$ cat config.mk
export PLATFORM = sky130hd
export DESIGN_NAME = frm_tx_scheduler
export DESIGN_NICKNAME = d
export VERILOG_FILES = /design/src/rtl/frm_tx_pkg.sv /design/src/rtl/frm_req_latch.sv /design/src/rtl/frm_tx_scheduler.sv
export SDC_FILE = /design/constraint.sdc
export NUM_CORES = 1
export LEC_CHECK = 0
export ABC_AREA = 1
export CAP_MARGIN = 20
export CORE_AREA = 2 2 90 92
export DETAILED_ROUTE_END_ITERATION = 7
export DIE_AREA = 0 0 92 94
export PLACE_DENSITY = 0.5
export SLEW_MARGIN = 40
export SYNTH_ARGS = -nofsm -noshare
export SYNTH_HDL_FRONTEND = slang
export SYNTH_SLANG_ARGS = --single-unit
$ cat constraint.sdc
create_clock -name clk -period 2.44 [get_ports clk]
set_input_delay 0.488 -clock clk [delete_from_list [all_inputs] [get_ports clk]]
set_output_delay 0.488 -clock clk [all_outputs]
set_load 0.1 [all_outputs]
$ cat src/rtl/frm_tx_pkg.sv
`default_nettype none
// ============================================================================
// Module : frm_tx_pkg
// Brief  : Shared definitions for the downlink frame transmit scheduler.
//          Frame type codes, scheduler state encoding, parameter defaults
//          and the fixed-priority request picker.
// Rev    : 1.0  initial release
// ============================================================================
package frm_tx_pkg;

  // Frame type codes driven on tx_type (2'd3 is reserved, never driven)
  localparam logic [1:0] TYPE_STAR  = 2'd0;
  localparam logic [1:0] TYPE_TELE  = 2'd1;
  localparam logic [1:0] TYPE_LIGHT = 2'd2;

  localparam int unsigned NUM_SRC = 3;

  localparam logic [15:0] GAP_CYC_DEF     = 16'd100;
  localparam logic [31:0] TIMEOUT_CYC_DEF = 32'd10000000;

  typedef enum logic [1:0] {
    ST_IDLE  = 2'd0,
    ST_START = 2'd1,
    ST_BUSY  = 2'd2,
    ST_GAP   = 2'd3
  } sched_state_t;

  // Pending vector is indexed by type code. Telemetry wins, then star,
  // then light. Only meaningful when at least one bit is set.
  function automatic logic [1:0] prio_pick(input logic [2:0] pend);
    if (pend[TYPE_TELE]) begin
      return TYPE_TELE;
    end else if (pend[TYPE_STAR]) begin
      return TYPE_STAR;
    end else begin
      return TYPE_LIGHT;
    end
  endfunction

endpackage
`default_nettype wire

$ cat src/rtl/frm_req_latch.sv
`default_nettype none
// ============================================================================
// Module : frm_req_latch
// Brief  : Pending-request flag for one frame source, with overflow strobe.
// Ports  : clk, rst_n      clock / async active-low reset
//          en             transmit enable; low clears and refuses requests
//          req            1-clk request pulse
//          grant          1-clk grant from the scheduler (clears the flag)
//          pend           pending flag
//          ovf            1-clk strobe: request lost to an already-set flag
// Rev    : 1.0  initial release
// ============================================================================
module frm_req_latch (
  input  logic clk,
  input  logic rst_n,
  input  logic en,
  input  logic req,
  input  logic grant,
  output logic pend,
  output logic ovf
);

  // A request arriving with its own grant re-arms the flag; that is a new
  // request, not a lost one, so it does not count as overflow.
  always_ff @(posedge clk or negedge rst_n) begin
    if (!rst_n) begin
      pend <= 1'b0;
    end else if (!en) begin
      pend <= 1'b0;
    end else if (req) begin
      pend <= 1'b1;
    end else if (grant) begin
      pend <= 1'b0;
    end
  end

  assign ovf = en & req & pend & ~grant;

endmodule
`default_nettype wire

$ cat src/rtl/frm_tx_scheduler.sv
`default_nettype none
// ============================================================================
// Module : frm_tx_scheduler
// Brief  : Shares the downlink frame transmitter among the star-image diag,
//          telemetry and light/spot diag triggers. Latches requests, grants
//          one frame at a time by fixed priority (TELE > STAR > LIGHT),
//          waits for tx_done, then holds an inter-frame gap.
// Config : FRM_TX_TIMEOUT_EN  enables the BUSY watchdog and timeout_flag.
// Ports  : clk, rst_n        clock / async active-low reset
//          frm_tx_en         transmit enable
//          req_star/tele/light  1-clk frame requests
//          tx_done           1-clk frame-finished pulse from transmitter
//          err_clr           clears timeout_flag
//          tx_start          1-clk start pulse to transmitter
//          tx_type           frame type, held from tx_start to next grant
//          transmit_done     1-clk normal completion pulse
//          sched_busy        high in START/BUSY/GAP
//          ovf_cnt           saturating count of lost requests
//          timeout_flag      sticky watchdog flag
// Rev    : 1.0  initial release
// ============================================================================
module frm_tx_scheduler
  import frm_tx_pkg::*;
#(
  parameter logic [15:0] GAP_CYC     = GAP_CYC_DEF,
  parameter logic [31:0] TIMEOUT_CYC = TIMEOUT_CYC_DEF  // must be >= 1
) (
  input  logic        clk,
  input  logic        rst_n,
  input  logic        frm_tx_en,
  input  logic        req_star,
  input  logic        req_tele,
  input  logic        req_light,
  input  logic        tx_done,
  input  logic        err_clr,
  output logic        tx_start,
  output logic [1:0]  tx_type,
  output logic        transmit_done,
  output logic        sched_busy,
  output logic [15:0] ovf_cnt,
  output logic        timeout_flag
);

  sched_state_t state, state_nxt;
  logic [2:0]   req_vec, pend, grant, ovf_strb;
  logic [1:0]   win_type;
  logic [15:0]  gap_cnt;
  logic         gap_done;
  logic         tmo_hit;
  logic [1:0]   ovf_sum;
  logic [16:0]  ovf_next;

  // Bit position equals the frame type code
  assign req_vec = {req_light, req_tele, req_star};

  for (genvar i = 0; i < NUM_SRC; i++) begin : g_src
    frm_req_latch u_latch (
      .clk   (clk),
      .rst_n (rst_n),
      .en    (frm_tx_en),
      .req   (req_vec[i]),
      .grant (grant[i]),
      .pend  (pend[i]),
      .ovf   (ovf_strb[i])
    );
  end

  assign win_type = prio_pick(pend);

  // GAP lasts GAP_CYC clocks, but never less than one
  assign gap_done = (GAP_CYC == 16'd0) || (gap_cnt >= GAP_CYC - 16'd1);

  always_comb begin
    state_nxt = state;
    grant     = 3'b000;
    case (state)
      ST_IDLE: begin
        if (frm_tx_en && (|pend)) begin
          state_nxt = ST_START;
          grant     = 3'b001 << win_type;
        end
      end
      ST_START: state_nxt = ST_BUSY;
      ST_BUSY: begin
        if (tx_done || tmo_hit) begin
          state_nxt = ST_GAP;
        end
      end
      ST_GAP: begin
        if (gap_done) begin
          state_nxt = ST_IDLE;
        end
      end
      default: state_nxt = ST_IDLE;
    endcase
  end

  assign ovf_sum  = {1'b0, ovf_strb[0]} + {1'b0, ovf_strb[1]} + {1'b0, ovf_strb[2]};
  assign ovf_next = {1'b0, ovf_cnt} + {15'd0, ovf_sum};

  always_ff @(posedge clk or negedge rst_n) begin
    if (!rst_n) begin
      state         <= ST_IDLE;
      tx_type       <= TYPE_STAR;
      transmit_done <= 1'b0;
      gap_cnt       <= 16'd0;
      ovf_cnt       <= 16'd0;
    end else begin
      state         <= state_nxt;
      // A watchdog expiry leaves BUSY without tx_done, so it never reports here
      transmit_done <= (state == ST_BUSY) && tx_done;
      if ((state == ST_IDLE) && (state_nxt == ST_START)) begin
        tx_type <= win_type;
      end
      gap_cnt <= (state == ST_GAP) ? gap_cnt + 16'd1 : 16'd0;
      ovf_cnt <= ovf_next[16] ? 16'hFFFF : ovf_next[15:0];
    end
  end

  assign tx_start   = (state == ST_START);
  assign sched_busy = (state != ST_IDLE);

`ifdef FRM_TX_TIMEOUT_EN
  logic [31:0] busy_cnt;

  // busy_cnt is 0 on the first BUSY clock, so expiry falls on clock TIMEOUT_CYC
  assign tmo_hit = (state == ST_BUSY) && !tx_done && (busy_cnt >= TIMEOUT_CYC - 32'd1);

  always_ff @(posedge clk or negedge rst_n) begin
    if (!rst_n) begin
      busy_cnt     <= 32'd0;
      timeout_flag <= 1'b0;
    end else begin
      busy_cnt <= (state == ST_BUSY) ? busy_cnt + 32'd1 : 32'd0;
      // A new timeout outranks a simultaneous clear
      if (tmo_hit) begin
        timeout_flag <= 1'b1;
      end else if (err_clr) begin
        timeout_flag <= 1'b0;
      end
    end
  end
`else
  logic unused_tmo;

  assign tmo_hit      = 1'b0;
  assign timeout_flag = 1'b0;
  assign unused_tmo   = ^{err_clr, TIMEOUT_CYC};
`endif

endmodule
`default_nettype wire

Figure 1. Routing congestion map (run 1).
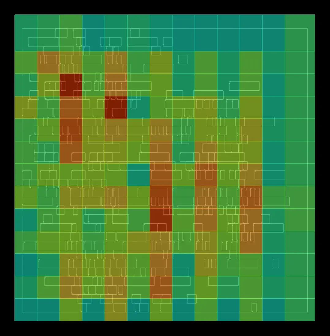
most used routing layer: met2
gr usage total: 12.3%
grt met2 use: 19.7%

Figure 2. Sequential cells grouped by signal name (run 1).
Other sequential cells in the stronger gray, the rest of the logic in the fainter gray.
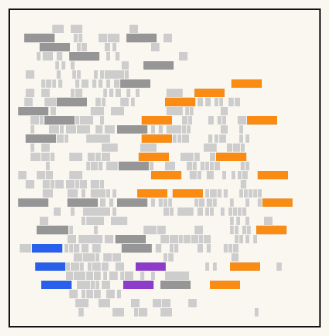
legend:
  gap_cnt:
    color: orange
    flops: 16
  g_src.u_latch.pend:
    color: blue
    flops: 3
  tx_type:
    color: purple
    flops: 2
not colored: 19

Figure 3. Cells colored by class (run 1).
Scale bar: 20 um.
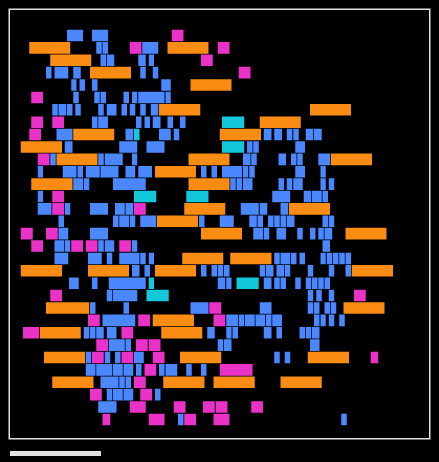
legend:
  combinational and other logic:
    color: blue
    cells: 243
    share_of_their_area: 47%
  flops:
    color: orange
    cells: 40
    share_of_their_area: 36%
  clock drivers and dummy loads:
    color: cyan
    cells: 8
    share_of_their_area: 3.2%
  other buffers and delay cells:
    color: magenta
    cells: 48
    share_of_their_area: 14%

==> run_results.csv, run 1 <==
group,metric,value,unit
outcome,status,"finished with violations",
outcome,violations,"negative setup slack",
synth,synth.cellmix.compoundShare,5.55,%
power,p_int,1350,uW
timing,finalSetupViolCount,16,
finish,inv_count,44,
clocking,clock_latency,290,ps
synth,top_area_cell,"dfrtp_1",
timing,setup_slack,-118,ps
clocking,clock-sinks,40,
power,p_clk_share,17.6,%
die,fp.dieW,92,um
place,port_buffers,27,
timing,worst_pin_slew,600,ps
die,rows,32,
synth,top_area_share,44.8,%
detailed_routing,ant_nets,0,
synth,synth_seq_share,44.8,%
detailed_routing,vias_per_cell,4.30,
detailed_routing,drt_iter0_drc,52,
synth,yosys_area,2230,um^2
-- run 1: worst register-to-register path, cell delays in order (launching register included) --
cell and delay [ps]:
dfrtp_1 420, nand2_4 70, nand3_2 70, nand2_2 80
inv_2 40, nand2_2 60, nand3_2 80, fa_1 480
inv_1 40, ha_2 190, fa_2 370, nand2_2 90
nor2_4 50, nand2_4 100, nor2_4 70, nand2_4 130
nand3_2 80
-- run 1: placed cells by master (no fill, tap or decap), types with 3 or more instances in the layout --
cell type / count
a21oi_1: 7
buf_4: 41
clkbuf_8: 6
clkdlybuf4s50_1: 4
dfrtp_1: 39
inv_1: 41
nand2_1: 63
nand2_2: 15
nand2_4: 5
nand3_1: 14
nand3_2: 7
nand3b_1: 3
nand4_1: 5
nor2_1: 36
nor2_2: 7
nor2_4: 6
o21ai_0: 8
xor2_1: 6
-- run 1: path summary, 6_finish.rpt --
path,depth (start not counted),end,startpoint
worst max-delay path,12,ovf_cnt[13]$_DFF_PN0_,req_light
worst min-delay path,1,gap_cnt[13]$_DFF_PN0_,rst_n
worst max register to register,16,ovf_cnt[13]$_DFF_PN0_,g_src[0].u_latch.pend$_DFFE_PN0P_
worst min register to register,1,gap_cnt[0]$_DFF_PN0_,gap_cnt[0]$_DFF_PN0_
max in group asynchronous,2,ovf_cnt[2]$_DFF_PN0_,rst_n
min in group clk,1,gap_cnt[0]$_DFF_PN0_,gap_cnt[0]$_DFF_PN0_
-- run 1: per-layer routing --
metal	vias up	routed length (um)	GRT usage, %
met5	-	0	0
met4	0	38	3.61
met3	4	135	3.05
met2	20	2310	19.7
met1	879	2490	16.4
li1	995	-	-
-- run 1: timing repair --
item / CTS / global route
resized: 11 / 3
endpoints found under the setup margin: 16 / 16
buffers inserted: 3 / 5
hold buffers: 0 / 0
gates cloned: 0 / 0
pin swaps: 8 / 13
==> run 2, diff against run 1 <==
--- a/config.mk
+++ b/config.mk
@@ -7,10 +7,11 @@
 export LEC_CHECK = 0
 export ABC_AREA = 1
 export CAP_MARGIN = 20
-export CORE_AREA = 2 2 90 92
+export CORE_AREA = 2 2 71 73
 export DETAILED_ROUTE_END_ITERATION = 7
-export DIE_AREA = 0 0 92 94
-export PLACE_DENSITY = 0.5
+export DIE_AREA = 0 0 73 75
+export GPL_ROUTABILITY_DRIVEN = 0
+export PLACE_DENSITY = 0.74
 export SLEW_MARGIN = 40
 export SYNTH_ARGS = -nofsm -noshare
 export SYNTH_HDL_FRONTEND = slang
Figure 4. Sequential cells grouped by signal name (run 2).
Other sequential cells in the stronger gray, the rest of the logic in the fainter gray.
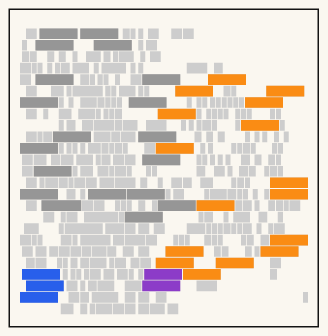
legend:
  tx_type:
    color: purple
    flops: 2
  gap_cnt:
    color: orange
    flops: 16
  g_src.u_latch.pend:
    color: blue
    flops: 3
not colored: 19

Figure 5. Clock network drawn from the DEF (run 2).
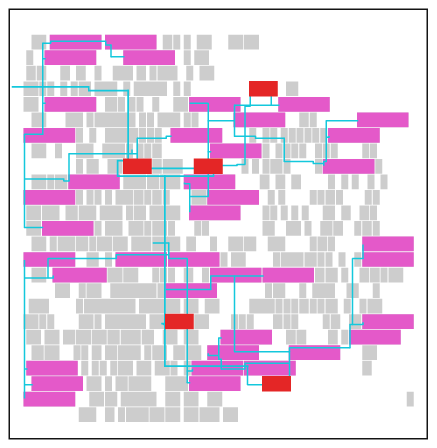
legend:
  clock wires:
    color: cyan
    length: 518 um
  flip-flops:
    color: magenta
    count: 40
  clock drivers:
    color: red
    count: 5
routed clock nets: 6

==> run 2 against run 1 <==
The flow still finishes with violations (negative setup slack). Register-to-register slack about the same. Hold slack worse by 93 ps. Clock power down 2%. Maximum frequency up 1.0%. Total power up 3.4%. Worst setup slack better by 26 ps. Sequential share of layout area down 0.70 points. Critical path type is now reg -> reg. Critical endpoint is now ovf_cnt[11]$_DFF_PN0_. Largest cell class unchanged. Largest power group unchanged.
==> run_results.csv, run 2 <==
group,metric,value,unit
worst_setup_path,timing.rr.end,"ovf_cnt[11]$_DFF_PN0_",
synth,synth_seq_share,44.8,%
worst_setup_path,critPathLaunch,"g_src[1].u_latch.pend$_DFFE_PN0P_",
finish,fin_nets,367,
clocking,clock_latency,290,ps
outcome,status,"finished with violations",
finish,layout_top_cell,"nand2_1",
run,tool_warnings,30,
worst_setup_path,required,2620,ps
detailed_routing,route.detailed.drc,0,
grt,grt_usage,20.3,%
clocking,clock-sinks,40,
synth,yosys_area,2230,um^2
synth,top_area_cell,"dfrtp_1",
worst_setup_path,path_common_cell,"nand2_4",
finish,lay_top_cells,"nand2_1 (62), buf_4 (57), inv_1 (40)",
outcome,violations,"negative setup slack",
timing,worst_pin_slew,497,ps
timing,setup_slack,-92.9,ps
detailed_routing,ant_nets,0,
place,place_ws,-770,ps
detailed_routing,drt_iter0_drc,85,
worst_setup_path,critical-path-top-delay-family,"adder cells",
worst_setup_path,worstReg2RegStart,"g_src[1].u_latch.pend$_DFFE_PN0P_",
place,port_buffers,27,
die,rows,25,
worst_setup_path,cp_num_buf_inv,2,
worst_setup_path,r2r_cells,16,
timing,finalSetupViolCount,16,
finish,drive_above_1_share,32.4,%
grt,antenna_found_initial,0,
worst_setup_path,cp_cell_sequence,"nand2_4, nand3_4, nand2_4, inv_2, nand2_2, nand3_2, fa_1, inv_2, ha_4, fa_2, nand2_2, nor2_4, nand2_4, nor2_4, nand2_4, nand3_2",
worst_setup_path,crit_cells,16,
synth,top_area_share,44.8,%
worst_setup_path,crit_end,"ovf_cnt[11]$_DFF_PN0_",
detailed_routing,vias_per_cell,4.87,
die,fp.dieW,73,um
## run 2: layout make-up
type	count	area, um^2
fill	381	1700
multi-input combinational	199	1150
sequential	40	1000
timing repair buffer	64	488
inverter	44	168
clock buffer	8	90.1
tap	54	67.6
## run 2: metal layers
metal / GRT usage, % / up-vias / routed length [um]
li1: - / 1021 / -
met1: 26.8 / 923 / 2340
met2: 32.1 / 37 / 2370
met3: 5.22 / 9 / 175
met4: 7.82 / 0 / 87
met5: 0 / - / 0
## run 2: metrics by stage
stage / util [%] / hold slack, ps
after floorplan: - / 192
after global placement: 57.4 / 435
after detailed placement: 57.4 / 435
after CTS: 63.3 / 110
after global routing: 63.6 / 127
final: 63.6 / 105
## run 2: logic make-up (layout without fill, tap and decap cells)
logic type | after synthesis | after routing | share of synthesized area (%)
other | 1 | 1 | 0.168
flip-flops | 40 | 40 | 44.8
adder cells (fa/ha/maj) | 5 | 5 | 3.47
AND-OR/OR-AND | 22 | 22 | 5.55
XOR/XNOR | 6 | 6 | 2.35
AND/OR/NAND/NOR | 165 | 165 | 35.7
buffers and inverters | 46 | 116 | 7.96
## run 2: power by group
group / internal (uW) / total (uW) / switching [uW] / leakage, uW
clock: 231 / 452 / 221 / 0.0000455
sequential: 768 / 865 / 96.6 / 0.000526
combinational: 421 / 1390 / 973 / 0.000961
total: 1420 / 2710 / 1290 / 0.00153
## run 2: timing repair
item / 4_1_cts / 5_1_grt
hold buffers: 0 / 0
setup endpoints to repair: 16 / 20
pin swaps: 5 / 3
gates resized: 8 / 8
cloned: 0 / 0
setup buffers: 24 / 2
==> run 3, diff against run 2 <==
--- a/config.mk
+++ b/config.mk
@@ -11,7 +11,7 @@
 export DETAILED_ROUTE_END_ITERATION = 7
 export DIE_AREA = 0 0 73 75
 export GPL_ROUTABILITY_DRIVEN = 0
-export PLACE_DENSITY = 0.74
+export PLACE_DENSITY = 0.79
 export SLEW_MARGIN = 40
 export SYNTH_ARGS = -nofsm -noshare
 export SYNTH_HDL_FRONTEND = slang
Figure 6. Clock network drawn from the DEF (run 3).
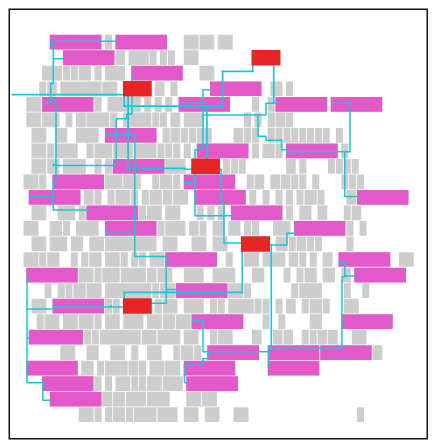
legend:
  clock wires:
    color: cyan
    length: 523 um
  flip-flops:
    color: magenta
    count: 40
  clock drivers:
    color: red
    count: 5
flops lie: all over the die

Figure 7. Power grid (run 3).
Pins as bars on the die edge. Tap cells in gray.
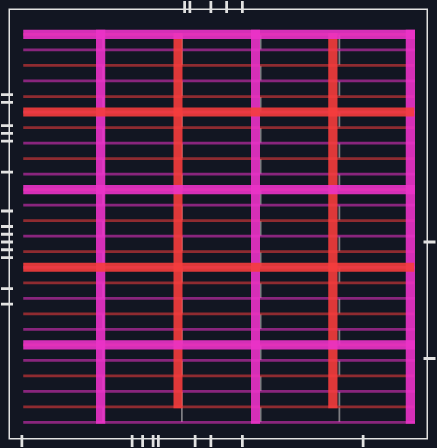
legend:
  VSS:
    color: magenta
  VDD:
    color: red
met1 rails: 26
tap cells: 54
met4 straps: 5

==> run 3 against run 2 <==
The flow still finishes with violations (negative setup slack). Synthesized cell count did not move. Global-route usage is 1.8 points higher. Core utilization rose by 0.054 points. First-iteration DRC count grew 95%. Sequential share of layout area about the same. Clock skew is 1.6 ps higher. Die size is the same. Via count rose by 6.1%. Count of clock-buffer cells in the layout is the same. Cell area is essentially flat. Critical endpoint is now ovf_cnt[2]$_DFF_PN0_. Largest cell class unchanged. Largest power group unchanged.
==> run_results.csv, run 3 <==
group,metric,value,unit
finish,lay_top_cells,"nand2_1 (64), buf_4 (55), inv_1 (40)",
die,fp.dieW,73,um
detailed_routing,route.detailed.drc,0,
detailed_routing,vias_per_cell,5.17,
synth,top_area_cell,"dfrtp_1",
timing,finalSetupViolCount,18,
run,tool_warnings,30,
worst_setup_path,cp_cell_sequence,"clkdlybuf4s50_1, nand4_1, fa_1, inv_2, ha_4, fa_2, nand2_2, nor2_4, nand2_4, nor2_4, nand2_4, o21ai_2",
outcome,violations,"negative setup slack",
grt,grt_usage,22.1,%
synth,synth_seq_share,44.8,%
synth,yosys_area,2230,um^2
finish,layout_top_cell,"nand2_1",
grt,antenna_found_initial,0,
die,rows,25,
clocking,clock_latency,290,ps
worst_setup_path,worstReg2RegStart,"g_src[1].u_latch.pend$_DFFE_PN0P_",
worst_setup_path,crit_cells,12,
worst_setup_path,critical-path-top-delay-family,"adder cells",
detailed_routing,drt_iter0_drc,166,
worst_setup_path,cp_num_buf_inv,2,
synth,top_area_share,44.8,%
outcome,status,"finished with violations",
timing,setup_slack,-160,ps
clocking,hold_buffers,0,
==> run 3: what timing repair did <==
action	in CTS	in global routing
hold endpoints to repair	0	0
setup buffers	18	4
pin swaps	15	11
endpoints found under the setup margin	16	18
resized	10	6
==> run 3: kinds of logic (layout without fill, tap and decap cells) <==
family / count (synthesis) / count (layout) / synth area share, %
AOI/OAI and AO/OA: 22 / 22 / 5.55
other: 1 / 1 / 0.168
and+or+nand+nor: 165 / 165 / 35.7
adders and majority gates: 5 / 5 / 3.47
xor gates and xnor gates: 6 / 6 / 2.35
buffers and inverters: 46 / 115 / 7.96
DFF: 40 / 40 / 44.8
==> run 3: final cells by class <==
| class | count | area, um^2 | area share [%] |
|---|---|---|---|
| Multi-Input combinational cell | 199 | 1150 | 38.9 |
| Sequential cell | 40 | 1000 | 33.8 |
| Timing Repair Buffer | 63 | 485 | 16.4 |
| Inverter | 44 | 168 | 5.65 |
| Clock buffer | 8 | 90.1 | 3.04 |
| Tap cell | 54 | 67.6 | 2.28 |
==> run 3: stage by stage <==
step / worst slack (ps) / hold slack, ps / util, % / cells
global placement: -685 / 404 / 57.1 / 378
floorplan: -197 / 192 / - / 285
CTS: -133 / 84.0 / 62.5 / 404
global route: -302 / 90.1 / 63.6 / 408
detailed placement: -757 / 409 / 57.1 / 378
finish: -160 / 89.6 / 63.6 / 408
==> run 3: routing by layer <==
metal	wire, um	vias to the layer above	track usage, %
met5	0	-	0
met4	163	0	10.5
met3	299	20	5.76
met2	2840	63	36.1
met1	2370	1009	27.4
li1	-	1019	-
==> run 3: power by group <==
group | internal, uW | switching [uW] | leakage, uW | total [uW]
Combinational | 430 | 999 | 0.000968 | 1430
Sequential | 768 | 104 | 0.000526 | 872
Clock | 231 | 225 | 0.0000455 | 456
Total | 1430 | 1330 | 0.00154 | 2760
Power is estimated from default activity; no workload was simulated.
